**Run 1: wiring heat map**

The bar under the picture is 20 um long. 24 x 25 tiles, from dark blue (low) to red (high), scaled to the fullest tile. Values are wire area over tile area, all layers added.
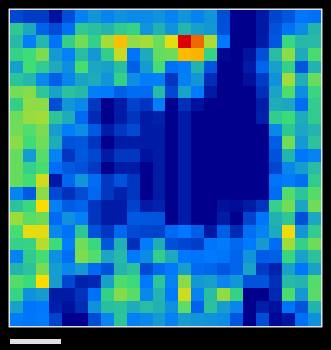
**Run 1: pin map**

The bar under the picture is 20 um long. Pins as bars across the die edge, other pins in grey.
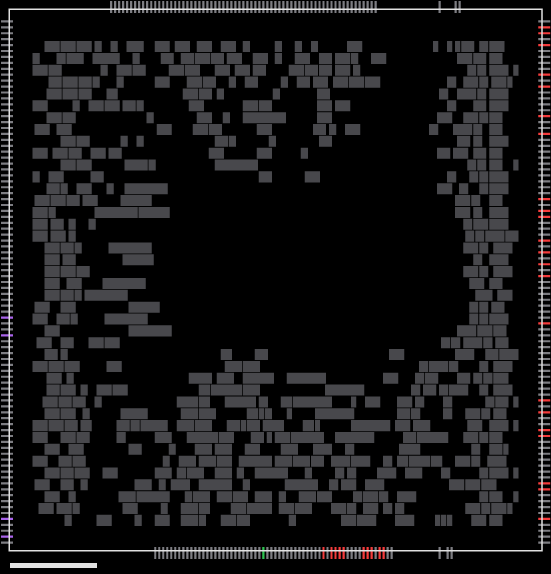
**Run 1: M1 wires**

The bar under the picture is 20 um long.
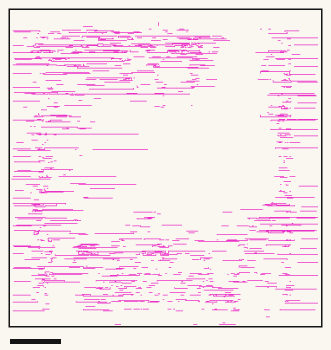
$ cat config.mk
export PLATFORM = sky130hd
export DESIGN_NAME = ram_port_arbiter
export DESIGN_NICKNAME = d
export VERILOG_FILES = /design/src/rtl/ram_port_arbiter.sv
export SDC_FILE = /design/constraint.sdc
export NUM_CORES = 1
export LEC_CHECK = 0
export CAP_MARGIN = 30
export CORE_AREA = 5 5 117 119
export CTS_CLUSTER_DIAMETER = 80
export DETAILED_ROUTE_END_ITERATION = 7
export DIE_AREA = 0 0 122 124
export HOLD_SLACK_MARGIN = 0.12
export PLACE_DENSITY = 0.57
export SLEW_MARGIN = 20
export SYNTH_ARGS = -nofsm -noshare
export SYNTH_HDL_FRONTEND = slang
export SYNTH_SLANG_ARGS = --single-unit
export TNS_END_PERCENT = 20
$ cat constraint.sdc
create_clock -name clk -period 2.2 [get_ports clk]
set_input_delay 0.44 -clock clk [delete_from_list [all_inputs] [get_ports clk]]
set_output_delay 0.44 -clock clk [all_outputs]
set_load 0.005 [all_outputs]
$ cat src/rtl/ram_port_arbiter.sv
// rtl/ram_port_arbiter.sv - two-requester arbiter for one RAM data port; tie policy selected by RAM_ARB_ROUND_ROBIN_EN
module ram_port_arbiter #(
    parameter int RD_LATENCY = 1,
    parameter int ADDR_HI    = 16
) (
    input  logic        clk,
    input  logic        rst,
    input  logic        m0_req,
    input  logic [3:0]  m0_wen,
    input  logic [31:0] m0_addr,
    input  logic [31:0] m0_wdata,
    output logic        m0_gnt,
    output logic        m0_rvalid,
    output logic [31:0] m0_rdata,
    output logic        m0_err,
    input  logic        m1_req,
    input  logic [3:0]  m1_wen,
    input  logic [31:0] m1_addr,
    input  logic [31:0] m1_wdata,
    output logic        m1_gnt,
    output logic        m1_rvalid,
    output logic [31:0] m1_rdata,
    output logic        m1_err,
    output logic        ram_en,
    output logic [3:0]  ram_wen,
    output logic [31:0] ram_addr,
    output logic [31:0] ram_wdata,
    input  logic [31:0] ram_rdata
);
    // Address bits above ADDR_HI must be zero for an access to reach the RAM.
    localparam logic [31:0] VALID_MASK = (ADDR_HI >= 31) ? 32'hFFFF_FFFF
                                                         : ((32'h1 << (ADDR_HI + 1)) - 32'h1);

    logic                  last_owner;
    logic                  pick_m1;
    logic                  any_gnt;
    logic                  m0_addr_err;
    logic                  m1_addr_err;
    logic                  sel_err;
    logic [3:0]            sel_wen;
    logic [31:0]           sel_addr;
    logic [31:0]           sel_wdata;
    logic                  resp_new;
    logic [RD_LATENCY-1:0] pipe_valid;
    logic [RD_LATENCY-1:0] pipe_owner;
    logic [RD_LATENCY-1:0] pipe_err;
    logic                  out_valid;
    logic                  out_owner;
    logic                  out_err;

    assign m0_addr_err = |(m0_addr & ~VALID_MASK);
    assign m1_addr_err = |(m1_addr & ~VALID_MASK);

    // Decide which requester would win this cycle; only ties depend on the policy.
    always_comb begin
        pick_m1 = 1'b0;
`ifdef RAM_ARB_ROUND_ROBIN_EN
        if (m0_req && m1_req) begin
            pick_m1 = ~last_owner;
        end else begin
            pick_m1 = m1_req;
        end
`else
        pick_m1 = m1_req && !m0_req;
`endif
    end

    // Grants are combinational in the request cycle and suppressed while in reset.
    assign m0_gnt  = !rst && m0_req && !pick_m1;
    assign m1_gnt  = !rst && m1_req && pick_m1;
    assign any_gnt = m0_gnt || m1_gnt;

    // Steer the winner onto the RAM port; erroring or idle cycles leave the RAM untouched.
    always_comb begin
        sel_wen   = m0_wen;
        sel_addr  = m0_addr;
        sel_wdata = m0_wdata;
        sel_err   = m0_addr_err;
        if (m1_gnt) begin
            sel_wen   = m1_wen;
            sel_addr  = m1_addr;
            sel_wdata = m1_wdata;
            sel_err   = m1_addr_err;
        end
        ram_en    = any_gnt && !sel_err;
        ram_wen   = ram_en ? sel_wen : 4'b0000;
        ram_addr  = ram_en ? sel_addr : 32'h0;
        ram_wdata = ram_en ? sel_wdata : 32'h0;
        resp_new  = any_gnt && (sel_err || (sel_wen == 4'b0000));
    end

    // Response tracking pipeline, one stage per RAM latency cycle; reset drops in-flight reads.
    always_ff @(posedge clk or posedge rst) begin
        if (rst) begin
            pipe_valid <= '0;
            pipe_owner <= '0;
            pipe_err   <= '0;
        end else begin
            pipe_valid[0] <= resp_new;
            pipe_owner[0] <= m1_gnt;
            pipe_err[0]   <= sel_err;
            for (int i = 1; i < RD_LATENCY; i++) begin
                pipe_valid[i] <= pipe_valid[i-1];
                pipe_owner[i] <= pipe_owner[i-1];
                pipe_err[i]   <= pipe_err[i-1];
            end
        end
    end

    // Remember the most recent winner; starts at 1 so m0 takes the first tie.
    always_ff @(posedge clk or posedge rst) begin
        if (rst) begin
            last_owner <= 1'b1;
        end else begin
            last_owner <= any_gnt ? m1_gnt : last_owner;
        end
    end

    assign out_valid = pipe_valid[RD_LATENCY-1];
    assign out_owner = pipe_owner[RD_LATENCY-1];
    assign out_err   = pipe_err[RD_LATENCY-1];

    assign m0_rvalid = out_valid && !out_owner;
    assign m1_rvalid = out_valid && out_owner;
    assign m0_err    = m0_rvalid && out_err;
    assign m1_err    = m1_rvalid && out_err;
    assign m0_rdata  = (m0_rvalid && !out_err) ? ram_rdata : 32'h0;
    assign m1_rdata  = (m1_rvalid && !out_err) ? ram_rdata : 32'h0;

endmodule

==> flow_summary.json, run 1 <==
{
  "syn_to_final_growth_pct": 252,
  "gp_congestion": 0.748,
  "inv_count": 2,
  "final.clkbuf_count": 4,
  "power_frac_seq_pct": 8.3,
  "cts_tree": "yes",
  "final_cell_area_um2": 5080,
  "edf_count": 0,
  "numCtsBuffers": 3,
  "fin_nets": 684,
  "design.die.area_um2": 15100,
  "status": "finished, violations left",
  "root_buffer": "clkbuf_16",
  "ant_nets": 0,
  "fmax_mhz": 440,
  "switching_power_w": 0.000138,
  "seq_cells": 3,
  "drv_slew": 0,
  "ctsHoldBuffers": 0,
  "drive_gt1_share_pct": 29.0,
  "cts_setup_buffers": 31,
  "syn_area_um2": 1440,
  "async_flop_share_pct": 100,
  "combGateArea_um2": 1280,
  "slowest_delay_ps": 250,
  "highest_layer": "met4",
  "fin_ws_ps": -73.6,
  "post-route-period-util_pct": 103,
  "final-setup-viol-count": 43,
  "drv_cap": 0,
  "ys_top_cells_by_area": "a22o_1 (30%), and2_1 (29%), buf_4 (7.8%), buf_8 (5.2%), dfrtp_1 (5.2%)",
  "tns_ps": -992,
  "violations": "negative setup slack",
  "cp_slowest_cell": "nor4_4",
  "crit_top_cell": "buf_6",
  "synth.largest_area_cell": "a22o_1",
  "seq_share_pct": 1.48,
  "grtUsageMet2_pct": 29.8
}
Notes on 'wiring heat map' above:
The emptiest ninth of the die: centre. The fullest tile reaches 0.49. The mean over all tiles is 0.13. 15% of the tiles are nearly empty. 13% of the tiles are over half the peak.
final WL: 12.1 mm
DR WL/cell: 17.6 um
via count: 2757
GRT Util Overall: 14.0%

Notes on 'pin map' above:
Green stands for m0_gnt, pins 1, direction output, edge south. Purple stands for m0_wen, pins 4, direction input, edge west. Red stands for ram_rdata, pins 32, direction input, edge 22 east, 10 south.
All pins by edge: 89 west, 89 east, 70 north, 63 south.
DIE HEIGHT: 124 um
port bufs: 295
Chip Width: 122 um

Notes on 'M1 wires' above:
The wires run mostly horizontal. The layer carries 4060 um of wire. The longest straight run is 45.5 um.
M1 GR Usage: 13.7%

**Run 1: close-up of the layout**

The bar under the picture is 20 um long. Window x 36 to 86, y 62 to 112 um. Cells in grey, sequential cells in the stronger grey; small squares are vias.
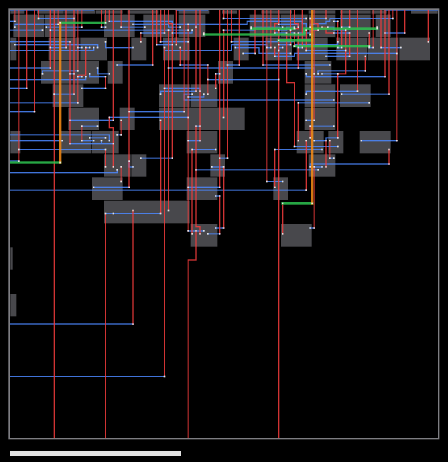

==> run 2, diff against run 1 <==
--- a/config.mk
+++ b/config.mk
@@ -12,6 +12,7 @@
 export DIE_AREA = 0 0 122 124
 export HOLD_SLACK_MARGIN = 0.12
 export PLACE_DENSITY = 0.57
+export REMOVE_ABC_BUFFERS = 1
 export SLEW_MARGIN = 20
 export SYNTH_ARGS = -nofsm -noshare
 export SYNTH_HDL_FRONTEND = slang
**Run 2: close-up of the layout**

The bar under the picture is 20 um long. Window x 36 to 86, y 62 to 112 um. Cells in grey, sequential cells in the stronger grey; small squares are vias.
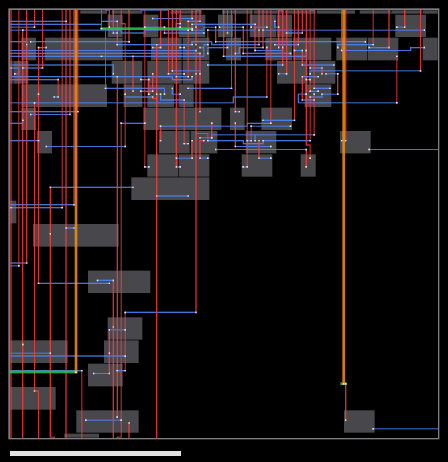
Red stands for M2. Green stands for M3. Blue stands for M1. Orange stands for M4.
Most frequent: clkdlybuf4s50_1 (13), a22o_1 (9), buf_2 (9). 50 logic cells have their middle in the window. Sequential cells in the window: 0.

**Run 2: clock nets**

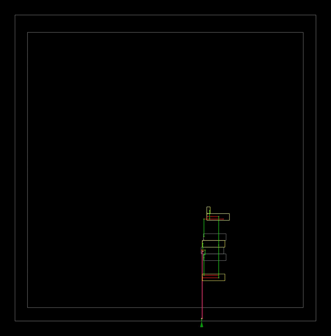
clk pwr: 0.000286 W
clock sinks: 3
Flop Count: 3

**Run 2: pin map**

The bar under the picture is 20 um long. Pins as bars across the die edge, other pins in grey.
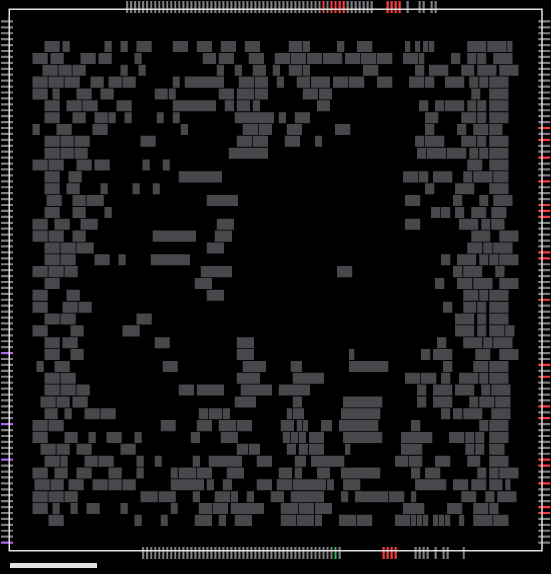
Red stands for ram_rdata, pins 32, direction input, edge 19 east, 9 north, 4 south. Purple stands for m0_wen, pins 4, direction input, edge west. Green stands for m0_gnt, pins 1, direction output, edge south.
All pins by edge: 89 west, 89 east, 71 north, 62 south.

==> run 2 against run 1 <==
  * The run still ends with negative setup slack left
  * Global-route usage is 0.085 points lower
  * Cell area decreased by 2.9%
  * Routed wire length increased by 3.1%
  * Core utilization shrank 1.2 points
==> flow_summary.json, run 2 <==
{
  "status": "finished, violations left",
  "syn_area_um2": 1440,
  "seq_share_pct": 1.52,
  "final-setup-viol-count": 46,
  "wl_per_cell_um": 18.6,
  "cts_tree": "yes",
  "vias": 2650,
  "ys_top_cells_by_area": "a22o_1 (30%), and2_1 (29%), buf_4 (7.8%), buf_8 (5.2%), dfrtp_1 (5.2%)",
  "gp_congestion": 0.766,
  "syn_to_final_growth_pct": 242,
  "track_usage_pct": 14.0,
  "die_h_um": 124,
  "fmax_mhz": 437,
  "cts_setup_buffers": 16,
  "final_cell_area_um2": 4930,
  "design.die.area_um2": 15100,
  "drv_cap": 0,
  "final.clkbuf_count": 4,
  "violations": "negative setup slack",
  "drv_slew": 0,
  "grtUsageMet2_pct": 27.4,
  "wl_mm": 12.4,
  "cp_slowest_cell": "nor4_4",
  "async_flop_share_pct": 100,
  "port_buffers": 295,
  "inv_count": 2,
  "slowest_delay_ps": 310,
  "fin_ws_ps": -90.2,
  "tns_ps": -1620,
  "ant_nets": 0,
  "switching_power_w": 0.000143
}
==> run 3, diff against run 2 <==
--- a/config.mk
+++ b/config.mk
@@ -13,7 +13,7 @@
 export HOLD_SLACK_MARGIN = 0.12
 export PLACE_DENSITY = 0.57
 export REMOVE_ABC_BUFFERS = 1
-export SLEW_MARGIN = 20
+export SLEW_MARGIN = 40
 export SYNTH_ARGS = -nofsm -noshare
 export SYNTH_HDL_FRONTEND = slang
 export SYNTH_SLANG_ARGS = --single-unit
**Run 3: wiring heat map**

The bar under the picture is 20 um long. 24 x 25 tiles, from dark blue (low) to red (high), scaled to the fullest tile. Values are wire area over tile area, all layers added.
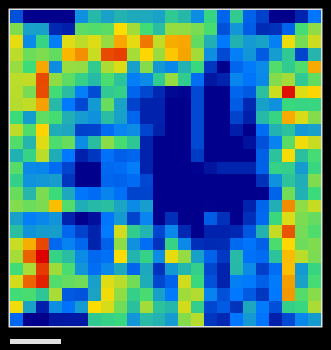
13% of the tiles are nearly empty. The emptiest ninth of the die: centre. The fullest tile reaches 0.39. The densest ninth of the die: north-west. 28% of the tiles are over half the peak. The mean over all tiles is 0.14.
GRT Util Overall: 14.0%
DR WL/cell: 18.6 um

**Run 3: close-up of the layout**

The bar under the picture is 20 um long. Window x 36 to 86, y 62 to 112 um. Cells in grey, sequential cells in the stronger grey; small squares are vias.
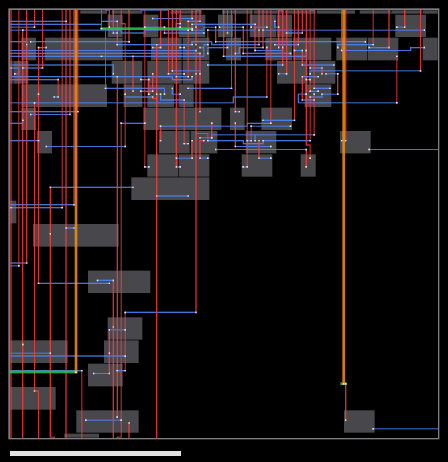
Blue stands for M1. Red stands for M2. Green stands for M3. Orange stands for M4.
Sequential cells in the window: 0. Most frequent: clkdlybuf4s50_1 (13), a22o_1 (9), buf_2 (9). 50 logic cells have their middle in the window.

**Run 3: M1 wires**

The bar under the picture is 20 um long.
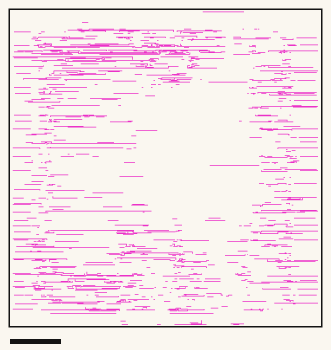
The wires run mostly horizontal. The layer holds 35% of the routed length. The longest straight run is 46.9 um.
via count: 2650
final WL: 12.4 mm

==> run 3 against run 2 <==
  * The flow still finishes with violations (negative setup slack)
  * Synthesized cell count unchanged
  * Sequential cell count unchanged
  * Cell count stayed put
  * Global-route usage is the same
  * Total power unchanged
  * Core utilization is the same
  * Cell area stayed put
  * Via count is the same
  * Maximum frequency did not move
  * Worst hold slack is the same
  * Setup slack stayed put
  * Combinational power hardly changed
  * Critical path type unchanged
  * Critical endpoint unchanged
==> flow_summary.json, run 3 <==
{
  "status": "finished, violations left",
  "violations": "negative setup slack",
  "syn_area_um2": 1440,
  "wl_met2_mm": 6.52,
  "drv_slew": 0,
  "cts.sinks": 3,
  "design.die.area_um2": 15100,
  "drv_cap": 0,
  "cp_slowest_cell": "nor4_4",
  "ys_top_cells_by_area": "a22o_1 (30%), and2_1 (29%), buf_4 (7.8%), buf_8 (5.2%), dfrtp_1 (5.2%)",
  "inv_count": 2,
  "final-setup-viol-count": 46,
  "simple_gate_area_share_pct": 41.3,
  "slowest_delay_ps": 310,
  "switching_power_w": 0.000143,
  "tns_ps": -1620,
  "grtUsageMet2_pct": 27.4,
  "rsz0062_at_grt": "yes",
  "syn_to_final_growth_pct": 242,
  "post-dp-hpwl_mm": 9.86,
  "port_buffers": 295,
  "final.clkbuf_count": 4,
  "die_h_um": 124,
  "async_flop_share_pct": 100,
  "ant_nets": 0,
  "cts_tree": "yes",
  "fin_ws_ps": -90.2,
  "power_clock_w": 0.000286,
  "path_buffers": 5,
  "cts_setup_buffers": 16,
  "gp_congestion": 0.766,
  "final_cell_area_um2": 4930
}
Power figures rest on the tool's default switching activity, not on a simulated workload.
